<file path="src/rtl/irq_priority_arbiter_pkg.sv">
// Shared constants, FSM state type and the ack-clear decoder for the IRQ arbiter.
package irq_pkg;

  localparam int N_REQ = 8;
  localparam int IDX_W = 3;

  typedef enum logic [0:0] {
    IDLE    = 1'b0,
    PRESENT = 1'b1
  } arb_state_t;

  // One-hot vector with only bit idx set, used to clear the serviced pending bit.
  function automatic logic [N_REQ-1:0] onehot_dec(input logic [IDX_W-1:0] idx);
    logic [N_REQ-1:0] vec;
    vec      = {N_REQ{1'b0}};
    vec[idx] = 1'b1;
    return vec;
  endfunction

endpackage

</file>
<file path="src/rtl/priority_encoder.sv">
// 8-to-3 priority encoder: highest set bit wins, all-zero input encodes as 0.
module priority_encoder
  import irq_pkg::*;
(
  input  logic [N_REQ-1:0] req,
  output logic [IDX_W-1:0] idx
);

  // Purely combinational highest-index-wins encode.
  always_comb begin
    idx = 3'd0;
    casez (req)
      8'b1???????: idx = 3'd7;
      8'b01??????: idx = 3'd6;
      8'b001?????: idx = 3'd5;
      8'b0001????: idx = 3'd4;
      8'b00001???: idx = 3'd3;
      8'b000001??: idx = 3'd2;
      8'b0000001?: idx = 3'd1;
      8'b00000001: idx = 3'd0;
      default:     idx = 3'd0;
    endcase
  end

endmodule

</file>
<file path="src/rtl/irq_priority_arbiter.sv">
// Edge-capturing interrupt front-end: pending/overrun tracking, masking,
// priority arbitration and a valid/ack presentation of the winning index.
module irq_priority_arbiter
  import irq_pkg::*;
(
  input  logic             clk,
  input  logic             rst_n,
  input  logic [N_REQ-1:0] req_in,
  input  logic [N_REQ-1:0] mask,
  output logic             irq_valid,
  output logic [IDX_W-1:0] irq_id,
  input  logic             irq_ack,
  output logic [N_REQ-1:0] pending,
  output logic [N_REQ-1:0] overrun,
  input  logic             ovr_clr
);

  logic [N_REQ-1:0] req_q_r;
  logic [N_REQ-1:0] pending_r;
  logic [N_REQ-1:0] overrun_r;
  logic             irq_valid_r;
  logic [IDX_W-1:0] irq_id_r;
  arb_state_t       state_r;

  logic [N_REQ-1:0] edge_s;
  logic             ack_fire_s;
  logic [N_REQ-1:0] ack_clr_s;
  logic [N_REQ-1:0] ovr_set_s;
  logic [N_REQ-1:0] cand_s;
  logic [IDX_W-1:0] enc_idx_s;

  // Rising-edge detect and the clear vector for the line being acknowledged.
  always_comb begin
    edge_s     = req_in & ~req_q_r;
    ack_fire_s = irq_valid_r & irq_ack;
    ack_clr_s  = {N_REQ{1'b0}};
    if (ack_fire_s) begin
      ack_clr_s = onehot_dec(irq_id_r);
    end else begin
      ack_clr_s = {N_REQ{1'b0}};
    end
    // A new edge on an already pending line is lost unless that line is being cleared now.
    ovr_set_s = edge_s & pending_r & ~ack_clr_s;
    cand_s    = pending_r & ~mask;
  end

  priority_encoder u_enc (
    .req (cand_s),
    .idx (enc_idx_s)
  );

  // Request history register feeding the edge detector.
  always_ff @(posedge clk or negedge rst_n) begin
    if (!rst_n) begin
      req_q_r <= {N_REQ{1'b0}};
    end else begin
      req_q_r <= req_in;
    end
  end

  // Pending bits: a new edge takes precedence over the ack clear so no event is dropped.
  always_ff @(posedge clk or negedge rst_n) begin
    if (!rst_n) begin
      pending_r <= {N_REQ{1'b0}};
    end else begin
      pending_r <= (pending_r & ~ack_clr_s) | edge_s;
    end
  end

  // Sticky overrun flags; a set in the same cycle as ovr_clr survives.
  always_ff @(posedge clk or negedge rst_n) begin
    if (!rst_n) begin
      overrun_r <= {N_REQ{1'b0}};
    end else if (ovr_clr) begin
      overrun_r <= ovr_set_s;
    end else begin
      overrun_r <= overrun_r | ovr_set_s;
    end
  end

  // Presentation FSM: latch the winner on entry to PRESENT and hold it until ack.
  always_ff @(posedge clk or negedge rst_n) begin
    if (!rst_n) begin
      state_r     <= IDLE;
      irq_valid_r <= 1'b0;
      irq_id_r    <= {IDX_W{1'b0}};
    end else begin
      case (state_r)
        IDLE: begin
          if (cand_s != {N_REQ{1'b0}}) begin
            irq_id_r    <= enc_idx_s;
            irq_valid_r <= 1'b1;
            state_r     <= PRESENT;
          end else begin
            irq_valid_r <= 1'b0;
            state_r     <= IDLE;
          end
        end
        PRESENT: begin
          if (irq_ack) begin
            irq_valid_r <= 1'b0;
            state_r     <= IDLE;
          end else begin
            irq_valid_r <= 1'b1;
            state_r     <= PRESENT;
          end
        end
        default: begin
          irq_valid_r <= 1'b0;
          state_r     <= IDLE;
        end
      endcase
    end
  end

  assign irq_valid = irq_valid_r;
  assign irq_id    = irq_id_r;
  assign pending   = pending_r;
  assign overrun   = overrun_r;

endmodule
</file>
<file path="config.mk">
export PLATFORM = sky130hd
export DESIGN_NAME = irq_priority_arbiter
export DESIGN_NICKNAME = d
export VERILOG_FILES = /design/src/rtl/irq_priority_arbiter_pkg.sv /design/src/rtl/priority_encoder.sv /design/src/rtl/irq_priority_arbiter.sv
export SDC_FILE = /design/constraint.sdc
export NUM_CORES = 1
export LEC_CHECK = 0
export CORE_UTILIZATION = 40
export DETAILED_ROUTE_END_ITERATION = 6
export PLACE_DENSITY = 0.75
export SKIP_LAST_GASP = 1
export SLEW_MARGIN = 20
export SYNTH_ARGS = -nofsm -noshare
export SYNTH_HDL_FRONTEND = slang
export SYNTH_SLANG_ARGS = --single-unit
</file>
<file path="constraint.sdc">
create_clock -name clk -period 2 [get_ports clk]
set_clock_uncertainty 0.2 [all_clocks]
set_input_delay 0.4 -clock clk [delete_from_list [all_inputs] [get_ports clk]]
set_output_delay 0.4 -clock clk [all_outputs]
set_load 0.03 [all_outputs]
</file>
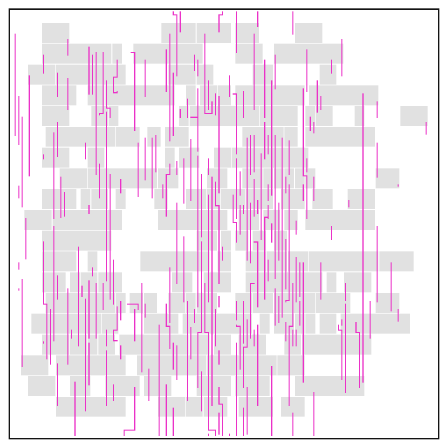
**Above:** run 1 (met2 routing).
share of all routed wire = 52%
longest straight run = 37.7 um
nets with wire on the layer = 147
main direction = vertical

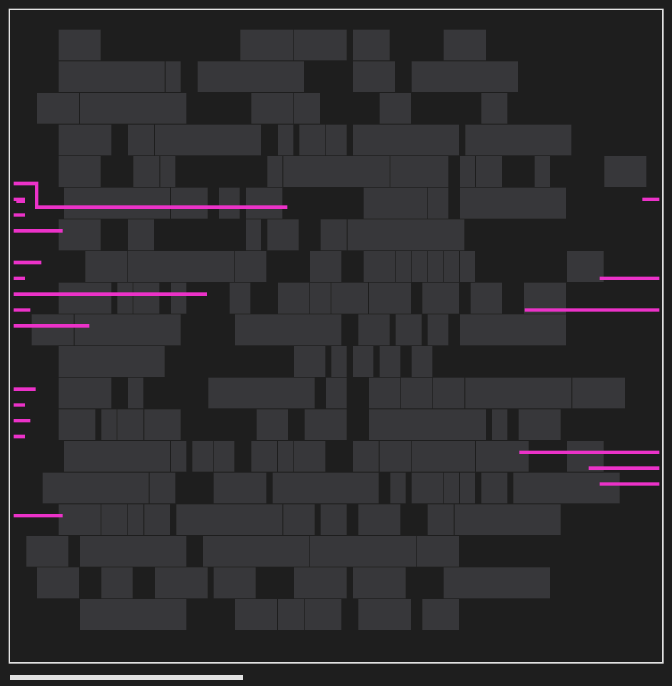
**Above:** run 1 (signal wires on met3).
The bar under the picture is 20 um long.
nets with wire on the layer = 20
share of all routed wire = 4.2%
main direction = horizontal
wire length on this layer = 105 um

==> impl_summary.log, run 1 <==
[flow] final metrics
[metrics] Cell Count Post-Placement: 179
[metrics] chip width: 56.1 um
[metrics] measured slew at the worst slew-check pin: 0.370 ns
[metrics] post-layout worst setup margin: 0.0578 ns
[metrics] count of multi-input combinational gates: 60
[metrics] pre-CTS WS: -0.208 ns
[metrics] top routing layer used: met3
[metrics] M3 GR Usage: 3.26%
[metrics] Resize count post-CTS: 7
[metrics] result of the run: complete, no violations
[metrics] Root Buffer Master: sky130_fd_sc_hd__clkbuf_4
[metrics] sequential cell area in the final layout: 701 um^2
[metrics] level count of the clock H-tree: 1
[metrics] Inverters: 12
[metrics] reported sequential group power: 808 uW
[metrics] Commonest flop: sky130_fd_sc_hd__dfrtp_1
[metrics] combinational gate area: approximately 420 um^2
[metrics] hold_ws: 0.243 ns
[metrics] RSZ-0062 raised after global routing: no
[metrics] share of final-layout standard cells stronger than drive strength 1: between 10% and 20%
[metrics] CTS buffer count: 3
[metrics] Final Hold Violation Tally: 0
[metrics] fill cell total of the finished layout: about 230
[metrics] number of pins with negative max-slew slack in the final report: 0
[metrics] total number of tap cells: 31
[metrics] number of warnings in the stage logs: 26
[metrics] number of max-capacitance violations reported: 0
[metrics] DP Wirelength: 1920 um
[metrics] Clock buffers and inverters, area share: between 1 and 1.5%
[metrics] sequential fraction of design power: 39.7%
[metrics] CTS sink count: 28
[metrics] Core Region: approximately 0.0028 mm^2
[metrics] cell internal power dissipation: about 1.2 mW
[metrics] flip-flops with a built-in enable: 0
[metrics] maximum resistive drop on vdd: 0.738 mV
[metrics] Max transition margin: 75.4%
[metrics] overall power: 2.04 mW
[metrics] switching power of the nets: 825 uW
[metrics] number of standard cells in the layout, taps in and fillers out: between 150 and 200
[metrics] count of cells along the worst register-to-register path: 4
[metrics] final wirelength: 2510 um
[metrics] Setup TNS Final: 0 ns
[metrics] final clock period utilization by the worst path: ~97%
[metrics] Clock Pin Slew Worst Setup and Hold Paths: 0.14 ns
[metrics] clock buffer count: 3
[metrics] post-synthesis async set-or-reset flop share: 100%
[metrics] starting DRC count in detailed routing: 10
[metrics] mux share: 1.28%
[metrics] drc violations: 0
[metrics] dominant delay contributor by cell family on the critical path: buffers and inverters
[metrics] 1st-pass router iterations: 4
[metrics] top cell types by occurrence after synthesis: 28 x sky130_fd_sc_hd__dfrtp_1, 12 x sky130_fd_sc_hd__inv_1, 11 x sky130_fd_sc_hd__nand2b_1, 10 x sky130_fd_sc_hd__nand2_1, 9 x sky130_fd_sc_hd__o21ai_0
[metrics] antenna violations before repair: 0
[metrics] worst flop-to-flop path startpoint: pending[5]
[metrics] vertical die dimension: 56.1 um
[metrics] Worst setup EP type: output port
[metrics] Area Growth Syn to Fin: 45.9%
[metrics] Post-CTS Hold Fix Bufs: 0
[metrics] endpoint of the worst register-to-register path: irq_id[1]
[metrics] clock tree from TritonCTS: built
[metrics] Arrival @ worst endpoint: 1.34 ns
[metrics] Yosys cell types: 24
[metrics] number of nets produced by synthesis: 121
[metrics] portion of the layout cell area used by non-clock buffers: between 20 and 30%
[metrics] grt met1 use: 23.5%
[metrics] Yosys Chip Area: 0.00117 mm^2
[metrics] Lkg Pwr: 0.818 nW
[metrics] via count of the first global-routing pass: between 900 and 1000
[metrics] Largest type area fraction: around three fifths
[metrics] Clk. pwr: roughly 220 uW
[metrics] Post-synth regs: 28
[metrics] xor+xnor area frac: 0%
[metrics] cell area after placement: 0.00166 mm^2
[metrics] Sw Ratio: around two fifths
[metrics] post-detailed-route wirelength per cell: 13.8 um
[metrics] met3 layer wire length in the routed design: 105 um
[metrics] share of synthesized cell area in and, or, nand and nor gates: 16.4%
[metrics] critical path depth in cells: 1
[metrics] net total in the final layout: 173
[metrics] critical path's largest stage delay: 0.66 ns
[metrics] logic share of the area: 24.6%
[metrics] slowest CP cell: sky130_fd_sc_hd__clkdlybuf4s50_1
[metrics] Post-Synthesis Mean Instance Area: 11.6 um^2
[metrics] Bufs and invs on worst path: 1
[metrics] non-clock buffer count in the final layout: 48
[metrics] antenna diode count: 0
[metrics] gr usage total: 17.4%
[metrics] part of the total power dissipated in the clock network: 10.9%
[metrics] capture point of the worst path: overrun[4]
[metrics] routed length on met2: 1310 um
[metrics] max frequency: 0.515 GHz
[metrics] share of cell area taken by flip-flops and latches: 41.1%
[metrics] clock latency on the worst-skew pair: about 0.31 ns
[metrics] standard-cell rows: 19
[metrics] met2 capacity usage during global routing: ~29%
[metrics] Post-synth area hogs: sky130_fd_sc_hd__dfrtp_1 60%, sky130_fd_sc_hd__nand2b_1 5.9%, sky130_fd_sc_hd__a2111oi_4 4.7%
[metrics] area fraction in full adders, half adders and majority gates: 0%
[metrics] Port-buffer cells: 39
[metrics] top cell class by occupied area: sequential cells
[metrics] power per unit of standard cell area: 1190 mW/mm^2
[metrics] pin count of the biggest net entering global routing: 29
[metrics] global-route wire length before repair: roughly 4300 um
[metrics] routed via count: approximately 910
[metrics] number of cell instances after yosys synthesis: 101
[metrics] CP max FO: 2
[metrics] sequential cell area fraction in the yosys report: about three fifths
[metrics] Main logic family: AND-OR/OR-AND gates
[metrics] path type of the worst min-delay path: input port to asynchronous set/reset pin
[metrics] dominant cell type by area after synthesis: sky130_fd_sc_hd__dfrtp_1
[metrics] Layout Utilization: 61.8%
[metrics] area fraction in compound gates after synthesis: a little under a fifth
[metrics] most frequent cell after synthesis: sky130_fd_sc_hd__dfrtp_1
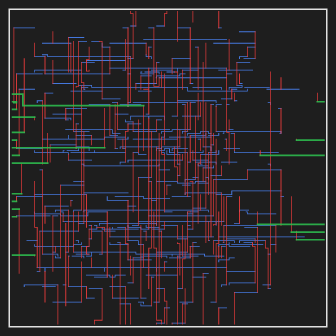
**Above:** run 1 (wiring by layer).
blue -> metal 1  # wire length 1100 um
red -> metal 2  # wire length 1310 um
green -> metal 3  # wire length 105 um

## run 1: cells in the final DEF, fill, tap and decap left out, types with 3 or more instances in the layout
master,netlist,routed
sky130_fd_sc_hd__o22ai_1,8,8
sky130_fd_sc_hd__nand2b_1,11,11
sky130_fd_sc_hd__inv_1,12,12
sky130_fd_sc_hd__nand2_1,10,10
sky130_fd_sc_hd__o21ai_0,9,9
sky130_fd_sc_hd__buf_4,0,9
sky130_fd_sc_hd__dlymetal6s2s_1,0,12
sky130_fd_sc_hd__dlygate4sd2_1,0,7
sky130_fd_sc_hd__clkbuf_4,0,3
sky130_fd_sc_hd__clkdlybuf4s50_1,0,20
sky130_fd_sc_hd__dfrtp_1,28,28
## run 1: flip-flops by register name, indices dropped and copies added (netlist names)
register  cells
state_r       1
req_q_r       8
irq_id        3
pending       8
overrun       8
==> run 2: changes to the inputs <==
--- a/config.mk
+++ b/config.mk
@@ -6,6 +6,8 @@
 export NUM_CORES = 1
 export LEC_CHECK = 0
 export CORE_UTILIZATION = 40
+export CTS_BUF_LIST = sky130_fd_sc_hd__clkbuf_8
+export CTS_CLUSTER_DIAMETER = 50
 export DETAILED_ROUTE_END_ITERATION = 6
 export PLACE_DENSITY = 0.75
 export SKIP_LAST_GASP = 1
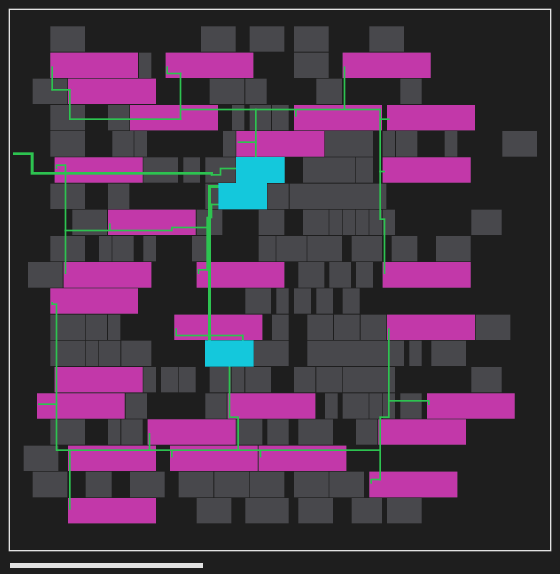
**Above:** run 2 (clock distribution).
The bar under the picture is 20 um long.
green -> clock wires  # length 281 um
magenta -> flip-flops  # count 28
cyan -> clock drivers  # count 3
flops lie = spread over the die
routed clock nets = 4

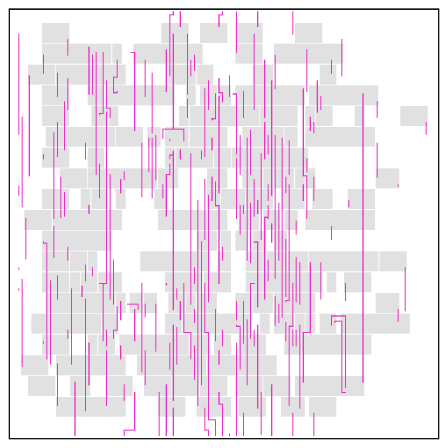
**Above:** run 2 (met2 routing).
longest straight run = 37.7 um
wire length on this layer = 1230 um
nets with wire on the layer = 148
share of all routed wire = 50%

==> run 2 against run 1 <==
Against the previous run: maximum frequency up 0.71%; count of clock-buffer cells in the layout did not move; critical path type unchanged; register-to-register slack hardly changed; clock power increased by 34%.
==> impl_summary.log, run 2 <==
[flow] final metrics
[metrics] FP Util: 42.4%
[metrics] Seq cells: 28
[metrics] Lkg Pwr: 0.737 nW
[metrics] Largest type area fraction: between 50% and 60%
[metrics] count of cells along the worst register-to-register path: 4
[metrics] fill cell total of the finished layout: 230
[metrics] mux share: 1.28%
[metrics] area fraction in full adders, half adders and majority gates: 0%
[metrics] critical path class: flop to output port
[metrics] maximum resistive drop on vdd: around 0.82 mV
[metrics] met3 layer wire length in the routed design: approximately 110 um
[metrics] cell internal power dissipation: 1.31 mW
[metrics] Most Crowded Layer GR: met2
[metrics] combinational gate area: approximately 420 um^2
[metrics] met2 capacity usage during global routing: 28.9%
[metrics] Core Region: ~0.0028 mm^2
[metrics] Worst setup EP type: output port
[metrics] CTS sink count: 28
[metrics] max frequency: 0.519 GHz
[metrics] Commonest flop: sky130_fd_sc_hd__dfrtp_1
[metrics] Bufs and invs on worst path: 1
[metrics] RSZ-0062 raised after global routing: no
[metrics] CP max FO: 3
[metrics] gr usage total: 17.4%
[metrics] Main logic family: AND-OR/OR-AND gates
[metrics] grt met1 use: 23.5%
[metrics] heaviest power group: combinational logic
[metrics] xor+xnor area frac: 0%
[metrics] pin count of the biggest net entering global routing: 29
[metrics] Clk. pwr: 297 uW
[metrics] Post-Synthesis Mean Instance Area: 11.6 um^2
[metrics] Post-CTS Hold Fix Bufs: 0
[metrics] most common logic cell in the routed design: sky130_fd_sc_hd__clkdlybuf4s50_1
[metrics] area fraction in compound gates after synthesis: 18.2%
[metrics] net total in the final layout: 173
[metrics] switching power of the nets: approximately 840 uW
[metrics] Max transition margin: 75.4%
[metrics] part of the total power dissipated in the clock network: 13.8%
[metrics] number of max-capacitance violations reported: 0
[metrics] M3 GR Usage: 3.95%
[metrics] clock latency on the worst-skew pair: between 0.2 and 0.3 ns
[metrics] logic share of the area: roughly a quarter
[metrics] post-synthesis async set-or-reset flop share: 100%
[metrics] die outline area: 0.00314 mm^2
[metrics] Antenna Nets Post-Route: 0
[metrics] post-layout worst setup margin: 0.0715 ns
[metrics] routed length on met2: 1230 um
[metrics] maximum root-to-sink buffer count: 2
[metrics] flip-flops with a built-in enable: 0
[metrics] number of cell instances after yosys synthesis: a little over 100
[metrics] level count of the clock H-tree: 1
[metrics] global-route wire length before repair: 4260 um
[metrics] Clock buffers and inverters, area share: ~2.4%
[metrics] number of pins with negative max-slew slack in the final report: 0
[metrics] total number of tap cells: 31
[metrics] standard-cell rows: 19
[metrics] post-detailed-route wirelength per cell: 13.5 um
[metrics] measured slew at the worst slew-check pin: approximately 0.37 ns
[metrics] clock buffer count: 3
[metrics] via count of the first global-routing pass: 954
[metrics] post-synthesis cell count: 101
[metrics] CTS buffer count: 3
[metrics] reported sequential group power: 814 uW
[metrics] critical path depth in cells: 1
[metrics] number of warnings in the stage logs: 26
[metrics] antenna violations before repair: 0
[metrics] drc violations: 0
[metrics] Post-synth regs: 28
[metrics] Setup TNS Final: 0 ns
[metrics] top routing layer used: met4
[metrics] final clock period utilization by the worst path: 96.4%
[metrics] DP Wirelength: 1920 um
[metrics] slowest CP cell: sky130_fd_sc_hd__clkdlybuf4s50_1
[metrics] routed via count: 900
[metrics] share of final-layout standard cells stronger than drive strength 1: between 10% and 20%
[metrics] Root Buffer Master: sky130_fd_sc_hd__clkbuf_8
[metrics] sequential cell area in the final layout: 701 um^2
[metrics] power drawn by the combinational cells: 1.04 mW
[metrics] Clock Pin Slew Worst Setup and Hold Paths: 0.09 ns
[metrics] vertical die dimension: 56.1 um
[metrics] Area Growth Syn to Fin: 45.6%
[metrics] Arrival @ worst endpoint: 1.33 ns
[metrics] pre-CTS WS: -0.208 ns
[metrics] post-synth design cell area: 0.00117 mm^2
[metrics] remaining global-route overflow: 0
[metrics] clock tree from TritonCTS: built
[metrics] portion of the layout cell area used by non-clock buffers: 26.8%
[metrics] Post-synth area hogs: sky130_fd_sc_hd__dfrtp_1 60%, sky130_fd_sc_hd__nand2b_1 5.9%, sky130_fd_sc_hd__a2111oi_4 4.7%
[metrics] non-clock buffer count in the final layout: around 48
[metrics] share of synthesized cell area in and, or, nand and nor gates: ~16%
[metrics] result of the run: complete, no violations
[metrics] Final Hold Violation Tally: 0
[metrics] Yosys Chip Area: 0.00117 mm^2
[metrics] top cell class by occupied area: sequential cells
[metrics] Port-buffer cells: 39
[metrics] final setup violating endpoints: 0
[metrics] critical path's largest stage delay: 0.68 ns
[metrics] most frequent cell after synthesis: sky130_fd_sc_hd__dfrtp_1
[metrics] crit start category: flop
[metrics] path type of the worst min-delay path: input port to asynchronous set/reset pin
[metrics] buffer count from post-CTS setup fixing: 0
[metrics] most common logic cells in the final layout: 35 x sky130_fd_sc_hd__clkdlybuf4s50_1, 28 x sky130_fd_sc_hd__dfrtp_1, 12 x sky130_fd_sc_hd__inv_1
[metrics] Inverters: 12
[metrics] dominant delay contributor by cell family on the critical path: buffers and inverters
[metrics] share of cell area taken by flip-flops and latches: around 41%
[metrics] count of multi-input combinational gates: 60
[metrics] top cell types by occurrence after synthesis: 28 x sky130_fd_sc_hd__dfrtp_1, 12 x sky130_fd_sc_hd__inv_1, 11 x sky130_fd_sc_hd__nand2b_1, 10 x sky130_fd_sc_hd__nand2_1, 9 x sky130_fd_sc_hd__o21ai_0
[metrics] chip width: around 56 um
[metrics] Resize count post-CTS: 3
[metrics] power per unit of standard cell area: 1260 mW/mm^2
[metrics] starting DRC count in detailed routing: 11
[metrics] Sw Ratio: 39.0%
[metrics] final wirelength: 2460 um
[metrics] cell breakdown of the critical path: clkdlybuf4s50_1
[metrics] Yosys cell types: 24
[metrics] overall power: 2.15 mW
[metrics] post-route minimum period: 1.93 ns
[metrics] sequential cell area fraction in the yosys report: 60.0%
[metrics] sequential fraction of design power: 37.9%
[metrics] 1st-pass router iterations: 4
[metrics] antenna diode count: 0
[metrics] portion of total power attributed to combinational logic: 48.3%
[metrics] last weighted congestion value of the routability-driven placer: 0.844
[metrics] number of nets produced by synthesis: 121
[metrics] dominant cell type by area after synthesis: sky130_fd_sc_hd__dfrtp_1
[run 2: cell counts after synthesis]
Identical to the previous run, type by type.
[run 2: path summary, 6_finish.rpt]
path | endpoint | slack [ns] | startpoint
max in group asynchronous | req_q_r[0] | 1.04 | rst_n
worst max-delay path | pending[3] | 0.07 | pending[3]
min in group clk | pending[2] | 0.32 | req_q_r[2]
worst max register to register | irq_id[1] | 0.25 | pending[5]
worst min register to register | pending[2] | 0.32 | req_q_r[2]
worst min-delay path | overrun[2] | 0.30 | rst_n
[run 2: metrics by stage]
step	cells	cell area, um^2	hold slack (ns)	util [%]
after detailed placement	179	1660	0.309	60.3
after global placement	179	1660	0.298	60.3
after CTS	182	1700	0.308	61.6
after floorplan	101	1170	-0.0956	-
final	182	1700	0.299	61.7
after global routing	182	1700	0.359	61.7
Power is estimated from default activity; no workload was simulated.
